**Run 1: placement density heat map**

The die is cut into 8 by 6 equal tiles; black is low, pale yellow is high, 0 to 100% covered.
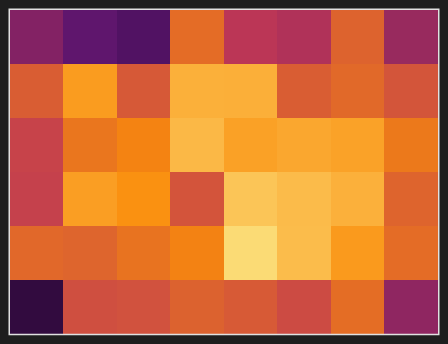
**Run 1: cells colored by class**

Scale bar: 20 µm. Fill, decap, tap and diode cells in gray.
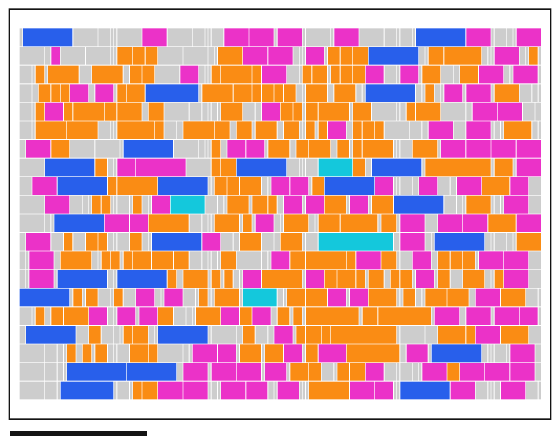
**Run 1: track usage over the die**

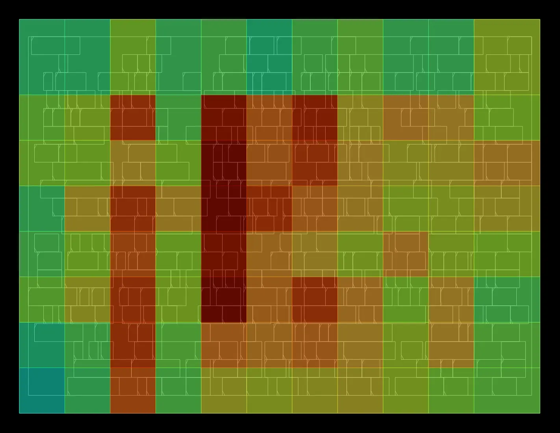
[src/rtl/counter_sched_if.sv]
// counter_sched_if: requester/counter bus for counter_sched.
// Requester side (master) drives req, req_data and req_len. Scheduler side
// (slave) returns gnt/done/abort/busy and drives the shared counter's
// load/data_in/enb through cnt_load/cnt_data/cnt_enb.
interface counter_sched_if #(
  parameter int unsigned WIDTH = 4,
  parameter int unsigned NREQ  = 4,
  parameter int unsigned RUNW  = 8
);
  logic [NREQ-1:0]       req;
  logic [NREQ*WIDTH-1:0] req_data;
  logic [NREQ*RUNW-1:0]  req_len;
  logic [NREQ-1:0]       gnt;
  logic                  done;
  logic                  abort;
  logic                  busy;
  logic                  cnt_load;
  logic [WIDTH-1:0]      cnt_data;
  logic                  cnt_enb;

  modport master (
    output req, req_data, req_len,
    input  gnt, done, abort, busy, cnt_load, cnt_data, cnt_enb
  );

  modport slave (
    input  req, req_data, req_len,
    output gnt, done, abort, busy, cnt_load, cnt_data, cnt_enb
  );
endinterface

[src/rtl/counter_sched.sv]
// counter_sched: round-robin scheduler sharing one up/down counter between
// NREQ requesters. A job loads the counter with the winner's start value, then
// enables it for the winner's run length, then pulses done.
//
// Ports:
//   clk      - rising-edge clock
//   syn_rst  - synchronous active-high reset
//   bus      - counter_sched_if.slave: req/req_data/req_len in,
//              gnt/done/abort/busy/cnt_load/cnt_data/cnt_enb out (all registered)
//
// Optional feature: define COUNTER_SCHED_ABORT_EN to end a job early when the
// granted requester drops req during LOAD or RUN (done and abort pulse together).
// Without it abort is tied low and every job runs its full length.
module counter_sched #(
  parameter int unsigned WIDTH = 4,
  parameter int unsigned NREQ  = 4,
  parameter int unsigned RUNW  = 8
) (
  input logic            clk,
  input logic            syn_rst,
  counter_sched_if.slave bus
);

  localparam int unsigned PTRW = (NREQ > 1) ? $clog2(NREQ) : 1;

  typedef enum logic [1:0] {
    S_IDLE = 2'd0,
    S_LOAD = 2'd1,
    S_RUN  = 2'd2,
    S_DONE = 2'd3
  } state_t;

  state_t            r_state;
  logic [PTRW-1:0]   r_ptr;
  logic [PTRW-1:0]   r_win;
  logic [RUNW-1:0]   r_remain;
  logic [NREQ-1:0]   r_gnt;
  logic              r_done;
  logic              r_busy;
  logic              r_cnt_load;
  logic [WIDTH-1:0]  r_cnt_data;
  logic              r_cnt_enb;
`ifdef COUNTER_SCHED_ABORT_EN
  logic              r_abort;
  logic              w_req_win;
`endif

  logic              w_any;
  logic [PTRW-1:0]   w_win;
  logic [PTRW-1:0]   w_idx;
  logic [WIDTH-1:0]  w_data;
  logic [RUNW-1:0]   w_len;
  logic [PTRW-1:0]   w_ptr_next;

  // Round-robin pick: first set req bit at or after r_ptr, wrapping; plus the
  // winner's start value and run length.
  always_comb begin : arbiter
    w_any  = 1'b0;
    w_win  = r_ptr;
    w_idx  = '0;
    w_data = '0;
    w_len  = '0;
    for (int unsigned k = 0; k < NREQ; k++) begin
      w_idx = PTRW'((32'(r_ptr) + k) % NREQ);
      if (!w_any && bus.req[w_idx]) begin
        w_any = 1'b1;
        w_win = w_idx;
      end
    end
    for (int unsigned k = 0; k < NREQ; k++) begin
      if (w_win == PTRW'(k)) begin
        w_data = bus.req_data[k*WIDTH +: WIDTH];
        w_len  = bus.req_len[k*RUNW +: RUNW];
      end
    end
  end

  // Pointer moves just past the requester that was served.
  assign w_ptr_next = (r_win == PTRW'(NREQ - 1)) ? '0 : r_win + PTRW'(1);

`ifdef COUNTER_SCHED_ABORT_EN
  assign w_req_win = bus.req[r_win];
`endif

  // Job sequencer: IDLE -> LOAD -> RUN (len cycles, skipped for len 0) -> DONE.
  // r_remain is loaded with the run length in IDLE and counts down in RUN.
  always_ff @(posedge clk) begin
    if (syn_rst) begin
      r_state    <= S_IDLE;
      r_ptr      <= '0;
      r_win      <= '0;
      r_remain   <= '0;
      r_gnt      <= '0;
      r_done     <= 1'b0;
      r_busy     <= 1'b0;
      r_cnt_load <= 1'b0;
      r_cnt_data <= '0;
      r_cnt_enb  <= 1'b0;
`ifdef COUNTER_SCHED_ABORT_EN
      r_abort    <= 1'b0;
`endif
    end else begin
      case (r_state)
        S_IDLE: begin
          if (w_any) begin
            r_state    <= S_LOAD;
            r_win      <= w_win;
            r_gnt      <= NREQ'(1) << w_win;
            r_busy     <= 1'b1;
            r_cnt_load <= 1'b1;
            r_cnt_data <= w_data;
            r_remain   <= w_len;
          end
        end
        S_LOAD: begin
          r_cnt_load <= 1'b0;
`ifdef COUNTER_SCHED_ABORT_EN
          if (!w_req_win) begin
            r_state <= S_DONE;
            r_done  <= 1'b1;
            r_abort <= 1'b1;
          end else
`endif
          if (r_remain != '0) begin
            r_state   <= S_RUN;
            r_cnt_enb <= 1'b1;
          end else begin
            r_state <= S_DONE;
            r_done  <= 1'b1;
          end
        end
        S_RUN: begin
`ifdef COUNTER_SCHED_ABORT_EN
          if (!w_req_win) begin
            r_state   <= S_DONE;
            r_cnt_enb <= 1'b0;
            r_done    <= 1'b1;
            r_abort   <= 1'b1;
          end else
`endif
          if (r_remain == RUNW'(1)) begin
            r_state   <= S_DONE;
            r_cnt_enb <= 1'b0;
            r_done    <= 1'b1;
          end else begin
            r_remain <= r_remain - RUNW'(1);
          end
        end
        S_DONE: begin
          r_state <= S_IDLE;
          r_done  <= 1'b0;
          r_gnt   <= '0;
          r_busy  <= 1'b0;
          r_ptr   <= w_ptr_next;
`ifdef COUNTER_SCHED_ABORT_EN
          r_abort <= 1'b0;
`endif
        end
        default: r_state <= S_IDLE;
      endcase
    end
  end

  assign bus.gnt      = r_gnt;
  assign bus.done     = r_done;
  assign bus.busy     = r_busy;
  assign bus.cnt_load = r_cnt_load;
  assign bus.cnt_data = r_cnt_data;
  assign bus.cnt_enb  = r_cnt_enb;
`ifdef COUNTER_SCHED_ABORT_EN
  assign bus.abort    = r_abort;
`else
  assign bus.abort    = 1'b0;
`endif

endmodule

[src/flat_wrapper.sv]
// flat-port wrapper written by rule: the top's interface ports become plain ports
module counter_sched_flat 
#(
  parameter int unsigned WIDTH = 4,
  parameter int unsigned NREQ  = 4,
  parameter int unsigned RUNW  = 8
)
  (clk, syn_rst, bus_req, bus_req_data, bus_req_len, bus_gnt, bus_done, bus_abort, bus_busy, bus_cnt_load, bus_cnt_data, bus_cnt_enb);
  counter_sched_if #(.WIDTH(WIDTH), .NREQ(NREQ), .RUNW(RUNW)) bus_i ();
  input logic clk;
  input logic syn_rst;
  input wire logic [$bits(bus_i.req)-1:0] bus_req;
  input wire logic [$bits(bus_i.req_data)-1:0] bus_req_data;
  input wire logic [$bits(bus_i.req_len)-1:0] bus_req_len;
  output wire logic [$bits(bus_i.gnt)-1:0] bus_gnt;
  output wire logic [$bits(bus_i.done)-1:0] bus_done;
  output wire logic [$bits(bus_i.abort)-1:0] bus_abort;
  output wire logic [$bits(bus_i.busy)-1:0] bus_busy;
  output wire logic [$bits(bus_i.cnt_load)-1:0] bus_cnt_load;
  output wire logic [$bits(bus_i.cnt_data)-1:0] bus_cnt_data;
  output wire logic [$bits(bus_i.cnt_enb)-1:0] bus_cnt_enb;
  assign bus_i.req = bus_req;
  assign bus_i.req_data = bus_req_data;
  assign bus_i.req_len = bus_req_len;
  assign bus_gnt = bus_i.gnt;
  assign bus_done = bus_i.done;
  assign bus_abort = bus_i.abort;
  assign bus_busy = bus_i.busy;
  assign bus_cnt_load = bus_i.cnt_load;
  assign bus_cnt_data = bus_i.cnt_data;
  assign bus_cnt_enb = bus_i.cnt_enb;
  counter_sched #(.WIDTH(WIDTH), .NREQ(NREQ), .RUNW(RUNW)) u_core (.clk(clk), .syn_rst(syn_rst), .bus(bus_i));
endmodule
[config.mk]
export PLATFORM = sky130hd
export DESIGN_NAME = counter_sched_flat
export DESIGN_NICKNAME = d
export VERILOG_FILES = /design/src/rtl/counter_sched_if.sv /design/src/rtl/counter_sched.sv /design/src/flat_wrapper.sv
export SDC_FILE = /design/constraint.sdc
export NUM_CORES = 1
export LEC_CHECK = 0
export CORE_ASPECT_RATIO = 0.75
export CORE_UTILIZATION = 42
export CTS_BUF_LIST = sky130_fd_sc_hd__clkbuf_2 sky130_fd_sc_hd__clkbuf_4 sky130_fd_sc_hd__clkbuf_8
export CTS_CLUSTER_DIAMETER = 80
export DETAILED_ROUTE_END_ITERATION = 6
export GPL_ROUTABILITY_DRIVEN = 1
export PLACE_DENSITY_LB_ADDON = 0.05
export RECOVER_POWER = 25
export SYNTH_ARGS = -nofsm -noshare
export SYNTH_HDL_FRONTEND = slang
export SYNTH_SLANG_ARGS = --single-unit
[constraint.sdc]
create_clock -name clk -period 1.9 [get_ports clk]
set_input_delay 0.285 -clock clk [delete_from_list [all_inputs] [get_ports clk]]
set_output_delay 0.285 -clock clk [all_outputs]
set_load 0.02 [all_outputs]
==> run notes, run 1 <==
run results: endpoint of the worst-slack reg-to-reg timing path u_core.r_remain[2]$_SDFFE_PP0P_, number of stages on the worst setup path 7, number of buffers added to fix hold violations after cts 0, xor/xnor share less than 1%, average vias per placed instance 5.75, run status finished, final reports clean, max-slew violation count 0, number of nets produced by synthesis ~300, Non-Clock Buffer Count approximately 110, netlist area before placement 1870 µm², Max Fanout on Critical Path 4, Yosys chip area between 1500 and 2000 µm², Resize count post-CTS 14, number of nets in the layout roughly 400, peak supply drop approximately 0.00083 V, post-synth tally of flip-flops with integrated enable 0, CP cell instances buf_4, nand3_1, o41ai_2, a31oi_1, o22ai_1, a211o_1, a311oi_1, instance count along the most critical hold path 2, Cells after Synth roughly 230, main flop type sky130_fd_sc_hd__dfxtp_1, DRC errors left 0, largest stage delay on the critical path between 0.3 and 0.4 ns, nonclk inv count 13, chip area about 4700 µm², fraction of power consumed by sequential logic around a quarter, count of cells along the worst register-to-register path 7, kind of end point of the critical path flip-flop, required time reported for the critical path endpoint 2.10 ns, routed length on met3 between 600 and 700 µm, wire length of the first global-routing pass between 10000 and 15000 µm, final worst hold slack around 0.47 ns, destination of the critical timing path u_core.r_remain[2]$_SDFFE_PP0P_, seq_cells 26, clock network area share under 10%, number of flip-flops under the largest register name 8, Min-Delay Path Class flip-flop to flip-flop, TritonCTS Buffers 3, clock tree skew after final layout about 0.004 ns, count of filler cells inserted in the layout 333, Die Span Y 59.8 µm, share of power burned in the clock network a little over an eighth, ao+oa area frac a little under a third, total number of H-tree levels 1, max capacitance violation total 0, startpoint of the worst hold path u_core.r_win[1]$_SDFFE_PP0P_
Notes on 'placement density heat map' above:
The mean over all tiles is 64%. 31% of the tiles are over 75% full. The fullest tile reaches 92%.

Notes on 'cells colored by class' above:
Blue is sequential cells, cells 26. Orange is remaining logic cells, cells 195. Cyan is clock drivers and dummy loads, cells 4. Magenta is remaining buffers and delay cells, cells 113.

Notes on 'track usage over the die' above:
average wire per standard cell: 16.8 µm
met3 Resource Use GR: 5.50%
met1 global-route usage: 38.5%

--- run 2 (diff from run 1) ---
--- a/config.mk
+++ b/config.mk
@@ -5,7 +5,6 @@
 export SDC_FILE = /design/constraint.sdc
 export NUM_CORES = 1
 export LEC_CHECK = 0
-export CORE_ASPECT_RATIO = 0.75
 export CORE_UTILIZATION = 42
 export CTS_BUF_LIST = sky130_fd_sc_hd__clkbuf_2 sky130_fd_sc_hd__clkbuf_4 sky130_fd_sc_hd__clkbuf_8
 export CTS_CLUSTER_DIAMETER = 80
==> run 2 against run 1 <==
Via count up 1.9%; die area about the same; sequential share of layout area down 0.21 points; combinational power up 2%; fmax up 2.6%; clock-buffer cell count up 1; core utilization up 1.3 points; largest power group unchanged.
==> run notes, run 2 <==
run results: run status finished, final reports clean, count of cells along the worst register-to-register path 6 (-1), Resize count post-CTS 22 (+8), startpoint of the worst hold path u_core.r_win[1]$_SDFFE_PP0P_, number of nets in the layout 409 (+1.7%), average wire per standard cell 16.7 µm (-0.64%), number of stages on the worst setup path 8 (+1), post-synth tally of flip-flops with integrated enable 0 (unchanged), CP cell instances dlygate4sd2_1, inv_2, buf_4, or3_1, o311a_4, o32ai_1, nor3_1, a32o_1, wire length of the first global-routing pass 9630 µm (-6.3%), seq_cells 26 (unchanged), netlist area before placement 1870 µm² (unchanged), required time reported for the critical path endpoint 2.07 ns (-0.03 ns), instance count along the most critical hold path 2 (unchanged), endpoint of the worst-slack reg-to-reg timing path u_core.r_remain[2]$_SDFFE_PP0P_, main flop type sky130_fd_sc_hd__dfxtp_1, final worst hold slack 0.467 ns (-0.00690 ns), kind of end point of the critical path flip-flop, chip area 4720 µm² (about the same), Die Span Y 68.7 µm (+15%), Non-Clock Buffer Count 120 (+6.2%), Cells after Synth 234 (unchanged), nonclk inv count 13 (unchanged), ao+oa area frac 31.5% (unchanged), destination of the critical timing path u_core.bus.cnt_data[3]$_SDFFE_PP0P_, peak supply drop 0.000779 V (-5.8%), clock tree skew after final layout 0.00585 ns (+0.00194 ns), met3 Resource Use GR 3.29% (-2.2 points), Min-Delay Path Class flip-flop to flip-flop, routed length on met3 532 µm (-15%), count of filler cells inserted in the layout 310 (-6.9%), DRC errors left 0 (unchanged), Max Fanout on Critical Path 6 (+2), number of buffers added to fix hold violations after cts 0 (unchanged), fraction of power consumed by sequential logic 25.1% (+0.2 points), xor/xnor share 0.938% (unchanged), number of flip-flops under the largest register name 8 (unchanged), largest stage delay on the critical path 0.47 ns (+0.10 ns), max-slew violation count 0 (unchanged), TritonCTS Buffers 3 (unchanged), Yosys chip area 1870 µm² (unchanged), number of nets produced by synthesis 297 (unchanged), total number of H-tree levels 1 (unchanged)
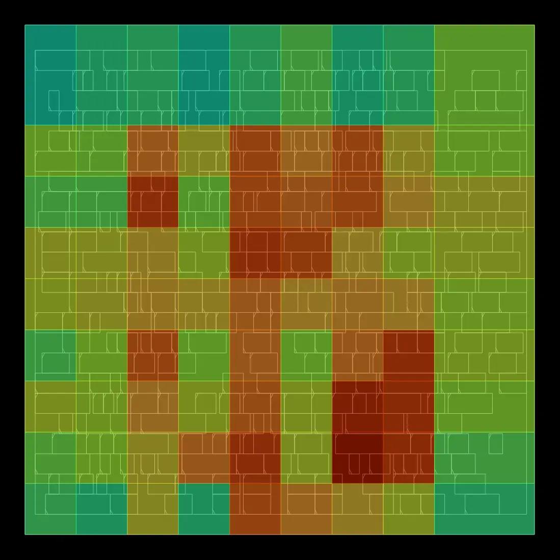
**Above:** run 2 (track usage over the die).
busiest layer in global routing: met2
met2 global-route usage: 46.0%
met1 global-route usage: 37.7%

Power and IR drop assume default switching activity.
